### Signal wires by layer

The bar under the picture is 20 µm long. Two of the layers only.
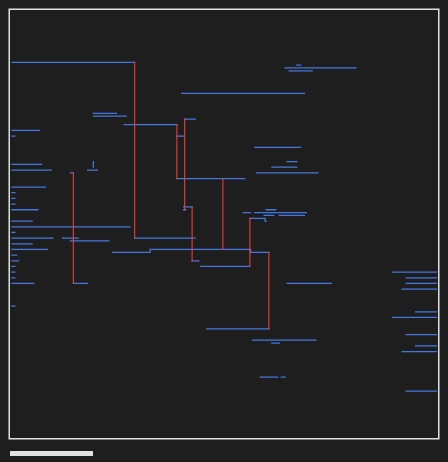
### Placed cells, one colour a class

The bar under the picture is 20 µm long.
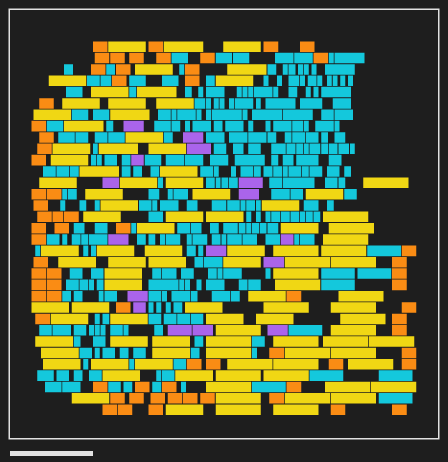
--- config.mk ---
export PLATFORM = sky130hd
export DESIGN_NAME = uart_rx_ctrl
export DESIGN_NICKNAME = d
export VERILOG_FILES = /design/src/rtl/uart_rx_ctrl_pkg.sv /design/src/rtl/uart_rx_ctrl_fifo.sv /design/src/rtl/uart_rx_ctrl.sv
export SDC_FILE = /design/constraint.sdc
export NUM_CORES = 1
export LEC_CHECK = 0
export CAP_MARGIN = 20
export CORE_MARGIN = 5
export CORE_UTILIZATION = 60
export DETAILED_ROUTE_END_ITERATION = 8
export PLACE_DENSITY = 0.86
export SLEW_MARGIN = 20
export SYNTH_ARGS = -nofsm -noshare
export SYNTH_HDL_FRONTEND = slang
export SYNTH_SLANG_ARGS = --single-unit
--- constraint.sdc ---
create_clock -name Clk -period 6.1 [get_ports Clk]
set_input_delay 1.525 -clock Clk [delete_from_list [all_inputs] [get_ports Clk]]
set_output_delay 1.525 -clock Clk [all_outputs]
set_load 0.01 [all_outputs]
--- src/rtl/uart_rx_ctrl_pkg.sv ---
// rtl/uart_rx_ctrl_pkg.sv - shared states, legal prescale values and reset defaults for uart_rx_ctrl
package uart_rx_ctrl_pkg;

  typedef enum logic [1:0] {
    IDLE  = 2'd0,
    BUSY  = 2'd1,
    APPLY = 2'd2
  } state_t;

  localparam logic [5:0] PRESCALE_8  = 6'd8;
  localparam logic [5:0] PRESCALE_16 = 6'd16;
  localparam logic [5:0] PRESCALE_32 = 6'd32;

  localparam logic RST_PAR_EN  = 1'b1;
  localparam logic RST_PAR_TYP = 1'b0;

  function automatic logic prescale_legal(input logic [5:0] p);
    return (p == PRESCALE_8) || (p == PRESCALE_16) || (p == PRESCALE_32);
  endfunction

endpackage

--- src/rtl/uart_rx_ctrl_fifo.sv ---
// rtl/uart_rx_ctrl_fifo.sv - synchronous FIFO for received bytes, push accepted when full if a pop coincides
module uart_rx_ctrl_fifo #(
  parameter int WIDTH = 9,
  parameter int DEPTH = 4
) (
  input  logic             clk,
  input  logic             rst,
  input  logic             push,
  input  logic             pop,
  input  logic [WIDTH-1:0] wdata,
  output logic [WIDTH-1:0] rdata,
  output logic             full,
  output logic             empty
);

  localparam int AW = $clog2(DEPTH);
  localparam logic [AW:0] FULL_CNT = (AW+1)'(DEPTH);

  logic [WIDTH-1:0] mem [DEPTH];
  logic [AW-1:0]    wr_ptr;
  logic [AW-1:0]    rd_ptr;
  logic [AW:0]      count;
  logic             do_push;
  logic             do_pop;

  assign full    = (count == FULL_CNT);
  assign empty   = (count == '0);
  assign do_pop  = pop & ~empty;
  assign do_push = push & (~full | do_pop);
  assign rdata   = mem[rd_ptr];

  // Storage carries no reset: head data is don't-care while empty.
  always_ff @(posedge clk) begin
    if (do_push) mem[wr_ptr] <= wdata;
  end

  always_ff @(posedge clk or posedge rst) begin
    if (rst) begin
      wr_ptr <= '0;
      rd_ptr <= '0;
      count  <= '0;
    end else begin
      if (do_push) wr_ptr <= wr_ptr + AW'(1);
      if (do_pop)  rd_ptr <= rd_ptr + AW'(1);
      case ({do_push, do_pop})
        2'b10:   count <= count + (AW+1)'(1);
        2'b01:   count <= count - (AW+1)'(1);
        default: count <= count;
      endcase
    end
  end

endmodule

--- src/rtl/uart_rx_ctrl.sv ---
// rtl/uart_rx_ctrl.sv - UART_RX config scheduler, byte FIFO and error counters; UART_RX_CTRL_DROP_PERR_EN drops parity-errored bytes
module uart_rx_ctrl
  import uart_rx_ctrl_pkg::*;
#(
  parameter int DATA_WIDTH   = 8,
  parameter int FIFO_DEPTH   = 4,
  parameter int CNT_WIDTH    = 8,
  parameter int RST_PRESCALE = 32
) (
  input  logic                  Clk,
  input  logic                  Rst,
  input  logic                  Rx_in,
  input  logic                  Cfg_Wr,
  input  logic [5:0]            Cfg_Prescale,
  input  logic                  Cfg_Par_En,
  input  logic                  Cfg_Par_Typ,
  output logic                  Cfg_Rej,
  output logic                  Cfg_Pend,
  output logic [5:0]            Prescale,
  output logic                  Parity_En,
  output logic                  Parity_Typ,
  input  logic [DATA_WIDTH-1:0] P_Data,
  input  logic                  Data_Valid,
  input  logic                  Parity_Err,
  input  logic                  Framing_Err,
  output logic [DATA_WIDTH-1:0] Out_Data,
  output logic                  Out_Perr,
  output logic                  Out_Valid,
  input  logic                  Out_Ready,
  output logic                  Busy,
  output logic [CNT_WIDTH-1:0]  Perr_Cnt,
  output logic [CNT_WIDTH-1:0]  Ferr_Cnt,
  output logic [CNT_WIDTH-1:0]  Ovf_Cnt
);

  state_t       state;
  logic         rx_s1;
  logic         rx_s2;
  logic         rx_d;
  logic         start;
  logic [9:0]   frame_cnt;
  logic [9:0]   frame_limit;
  logic [5:0]   sh_prescale;
  logic         sh_par_en;
  logic         sh_par_typ;
  logic         cfg_ok;

  logic         push_req;
  logic         push_perr;
  logic         pop;
  logic         fifo_full;
  logic         fifo_empty;
  logic         ovf;
  logic [DATA_WIDTH:0] fifo_rdata;

  assign start  = rx_d & ~rx_s2;
  assign cfg_ok = Cfg_Wr & prescale_legal(Cfg_Prescale);
  // One bit time of guard past the stop bit before abandoning a frame.
  assign frame_limit = 10'(Prescale) * (Parity_En ? 10'd12 : 10'd11) - 10'd1;

  always_ff @(posedge Clk or posedge Rst) begin
    if (Rst) begin
      state       <= IDLE;
      rx_s1       <= 1'b1;
      rx_s2       <= 1'b1;
      rx_d        <= 1'b1;
      frame_cnt   <= '0;
      Busy        <= 1'b0;
      Prescale    <= 6'(RST_PRESCALE);
      Parity_En   <= RST_PAR_EN;
      Parity_Typ  <= RST_PAR_TYP;
      sh_prescale <= 6'(RST_PRESCALE);
      sh_par_en   <= RST_PAR_EN;
      sh_par_typ  <= RST_PAR_TYP;
      Cfg_Pend    <= 1'b0;
      Cfg_Rej     <= 1'b0;
    end else begin
      rx_s1   <= Rx_in;
      rx_s2   <= rx_s1;
      rx_d    <= rx_s2;
      Cfg_Rej <= Cfg_Wr & ~prescale_legal(Cfg_Prescale);

      if (cfg_ok) begin
        sh_prescale <= Cfg_Prescale;
        sh_par_en   <= Cfg_Par_En;
        sh_par_typ  <= Cfg_Par_Typ;
      end

      // A write landing in the APPLY cycle keeps the flag set for the next round.
      if (cfg_ok)
        Cfg_Pend <= 1'b1;
      else if (state == APPLY)
        Cfg_Pend <= 1'b0;

      case (state)
        IDLE: begin
          if (start) begin
            state     <= BUSY;
            Busy      <= 1'b1;
            frame_cnt <= '0;
          end else if (Cfg_Pend) begin
            state <= APPLY;
          end
        end
        BUSY: begin
          if (Data_Valid || Framing_Err || (frame_cnt == frame_limit)) begin
            state <= IDLE;
            Busy  <= 1'b0;
          end else begin
            frame_cnt <= frame_cnt + 10'd1;
          end
        end
        APPLY: begin
          Prescale   <= sh_prescale;
          Parity_En  <= sh_par_en;
          Parity_Typ <= sh_par_typ;
          state      <= IDLE;
        end
        default: begin
          state <= IDLE;
          Busy  <= 1'b0;
        end
      endcase
    end
  end

`ifdef UART_RX_CTRL_DROP_PERR_EN
  assign push_req  = Data_Valid & ~Parity_Err;
  assign push_perr = 1'b0;
`else
  assign push_req  = Data_Valid;
  assign push_perr = Parity_Err;
`endif

  assign Out_Valid = ~fifo_empty;
  assign pop       = Out_Valid & Out_Ready;
  assign ovf       = push_req & fifo_full & ~pop;
  assign Out_Data  = fifo_rdata[DATA_WIDTH-1:0];
  assign Out_Perr  = fifo_rdata[DATA_WIDTH];

  uart_rx_ctrl_fifo #(
    .WIDTH (DATA_WIDTH + 1),
    .DEPTH (FIFO_DEPTH)
  ) u_fifo (
    .clk   (Clk),
    .rst   (Rst),
    .push  (push_req),
    .pop   (pop),
    .wdata ({push_perr, P_Data}),
    .rdata (fifo_rdata),
    .full  (fifo_full),
    .empty (fifo_empty)
  );

  always_ff @(posedge Clk or posedge Rst) begin
    if (Rst) begin
      Perr_Cnt <= '0;
      Ferr_Cnt <= '0;
      Ovf_Cnt  <= '0;
    end else begin
      if (Data_Valid && Parity_Err && (Perr_Cnt != {CNT_WIDTH{1'b1}}))
        Perr_Cnt <= Perr_Cnt + 1'b1;
      if (Framing_Err && (Ferr_Cnt != {CNT_WIDTH{1'b1}}))
        Ferr_Cnt <= Ferr_Cnt + 1'b1;
      if (ovf && (Ovf_Cnt != {CNT_WIDTH{1'b1}}))
        Ovf_Cnt <= Ovf_Cnt + 1'b1;
    end
  end

endmodule

==> out/metrics.cfg <==
[run_status]
outcome=completed

[final_timing]
setup_viol=0
finClkSkew_ns=0.0135
finalSetupTns_ns=0
hold_violations=0
max_slew_margin_pct=44.0
grt_setup_unrepaired=false
worstMarginPinSlew_ns=0.839

[yosys]
ys_types=50
edf_count=36
top_cells_by_count=dfrtp_1, nand2_1, edfxtp_1
ys_sh_simple_pct=13.0
flop_cell=dfrtp_1
yosys_area_mm2=0.00515
yosys_cells=414
synth_top_cell_by_area=dfrtp_1
compound_area_share_pct=5.34
synth_nets=473
synthTopLogicFamily=simple AND/OR/NAND/NOR gates

[critical_path]
reg2reg_to=frame_cnt[1]
crit_path_start=Parity_En
cp_max_fo=18
arrival_ns=4.49
startpoint_type=register
reg2reg_depth=13
crit_type=reg2reg
reg2reg_from=Parity_En
endpoint=frame_cnt[1]
r2r_slack_ns=1.90

[place]
numPortBuffers=68
place_area_mm2=0.00593

[global_routing]
antenna_found_initial=0
grt_max_degree=66
grt_pass1_wl_um=17000
grt_pass1_vias=3625

[flow_run]
warnings=29
drv_cap=0

[pwr]
combPwrFrac_pct=49.1
clkPwrFrac_pct=14.9
switching_power_mw=1.15
intPower_mw=1.74
seqPwrFrac_pct=36.0
p_sw_share_pct=39.8

[final_layout]
layout.nets=545
diodes=0
drive_above_1_share_pct=11.6
stdcell_count=596

[clock_network]
cts-root-buf=clkbuf_8
cts_resized=0
clk_pin_slew_worst_paths_ns=0.10

[die]
initCoreUtil_pct=62.1
std_cell_rows=33

[drt]
ant_nets=0
vias_per_cell=5.70
firstDrtPassIters=4
drtIter0Drc=137

[min_path]
hp-class=reg2reg

About 'Signal wires by layer':
| layer | colour | wire length |
|---|---|---|
| M4 | red | 163 µm |
| M3 | blue | 514 µm |
DR vias: 3,399
Routed WL: 9950 µm
GRT Overall Usage: 20.9%
Wirelength per Cell: 16.7 µm

About 'Placed cells, one colour a class':
| class | colour | cells | share of their area |
|---|---|---|---|
| sequential cells | yellow | 101 | 45% |
| remaining logic cells | cyan | 305 | 40% |
| remaining buffers and delay cells | orange | 69 | 11% |
| clock drivers and dummy loads | purple | 16 | 3.5% |
Final Util: 74.0%
Placeable Area: 0.00830 mm²

## per-layer routing
metal  routed length [µm]  up-vias  GRT usage [%]
met1                 4200     1672           26.7
met4                  163        0           6.36
met2                 5070      102           35.9
met5                    0        -              0
li1                     -     1608              -
met3                  513       17           4.26
## metrics by stage
stage	worst slack, ns	hold slack (ns)
floorplan	2.07	0.345
global placement	2.12	0.345
detailed placement	1.95	0.355
CTS	1.90	0.371
global route	1.63	0.376
finish	1.90	0.369
## flip-flops by register name, summed over array words and instances (netlist names), 2 cells and up
signal / flops
Ferr_Cnt: 8
Ovf_Cnt: 8
Perr_Cnt: 8
Prescale: 6
frame_cnt: 10
sh_prescale: 6
state: 2
u_fifo.count: 3
u_fifo.mem: 36
u_fifo.rd_ptr: 2
u_fifo.wr_ptr: 2
## critical path: stages (launching register included)
cell	delay [ns]
dfstp_2	0.71
nand2_1	0.09
ha_1	0.29
inv_1	0.05
fa_1	0.49
fa_1	0.43
ha_1	0.35
and2_1	0.21
a31oi_1	0.24
a31oi_1	0.17
nor4_4	0.31
nand4_2	0.26
o21ai_2	0.30
mux2i_1	0.23
## power by group through the flow
stage          Clock [mW]  Sequential (mW)  Combinational (mW)
4_1_cts             0.438             1.05                1.44
3_5_place_dp            0             1.05                1.42
6_report            0.430             1.04                1.42
3_3_place_gp            0             1.04                1.38
2_1_floorplan           0             1.02               0.993
5_1_grt             0.466             1.07                1.58
## layout by cell type, fill, tap and decap left out, types with 6 or more instances in the layout
master | Yosys | final
fa_1 | 9 | 9
o21ai_0 | 6 | 6
nand4_1 | 9 | 9
and2_1 | 10 | 10
ha_1 | 26 | 26
and3_1 | 9 | 9
xor2_1 | 16 | 16
mux4_2 | 9 | 9
mux2i_1 | 11 | 11
xnor2_1 | 24 | 24
dfrtp_1 | 58 | 58
mux2_2 | 15 | 15
inv_1 | 31 | 30
clkdlybuf4s50_1 | 0 | 68
nand2b_1 | 8 | 8
clkbuf_8 | 0 | 9
dfstp_2 | 7 | 7
edfxtp_1 | 36 | 36
a21oi_1 | 7 | 7
nor2_1 | 17 | 17
nor3_1 | 7 | 7
nand2_1 | 41 | 41
## area by class of cell
class                   count  area [µm²]
repair buffers             69         688
flip-flops and latches    101        2720
multi-input cells         274        2280
clock buffers               9         124
clock inverters             7        86.3
well taps                 105         131
inverters                  31         116
fillers                   532        2150
## how the worst min path moves through the flow
stage / from / endpoint / cells after the start
floorplan: rx_s1 / rx_s2 / 0
finish: rx_s2 / rx_d / 0
detailed placement: rx_s1 / rx_s2 / 0
CTS: rx_s2 / rx_d / 0
global route: rx_s2 / rx_d / 0
global placement: rx_s1 / rx_s2 / 0
## logic make-up after synthesis
family | Yosys count
xor gates and xnor gates | 40
muxes | 35
buffers and inverters | 39
adders and majority gates | 35
and+or+nand+nor | 124
DFF | 101
AOI/OAI and AO/OA | 40
Power and IR drop assume default switching activity.
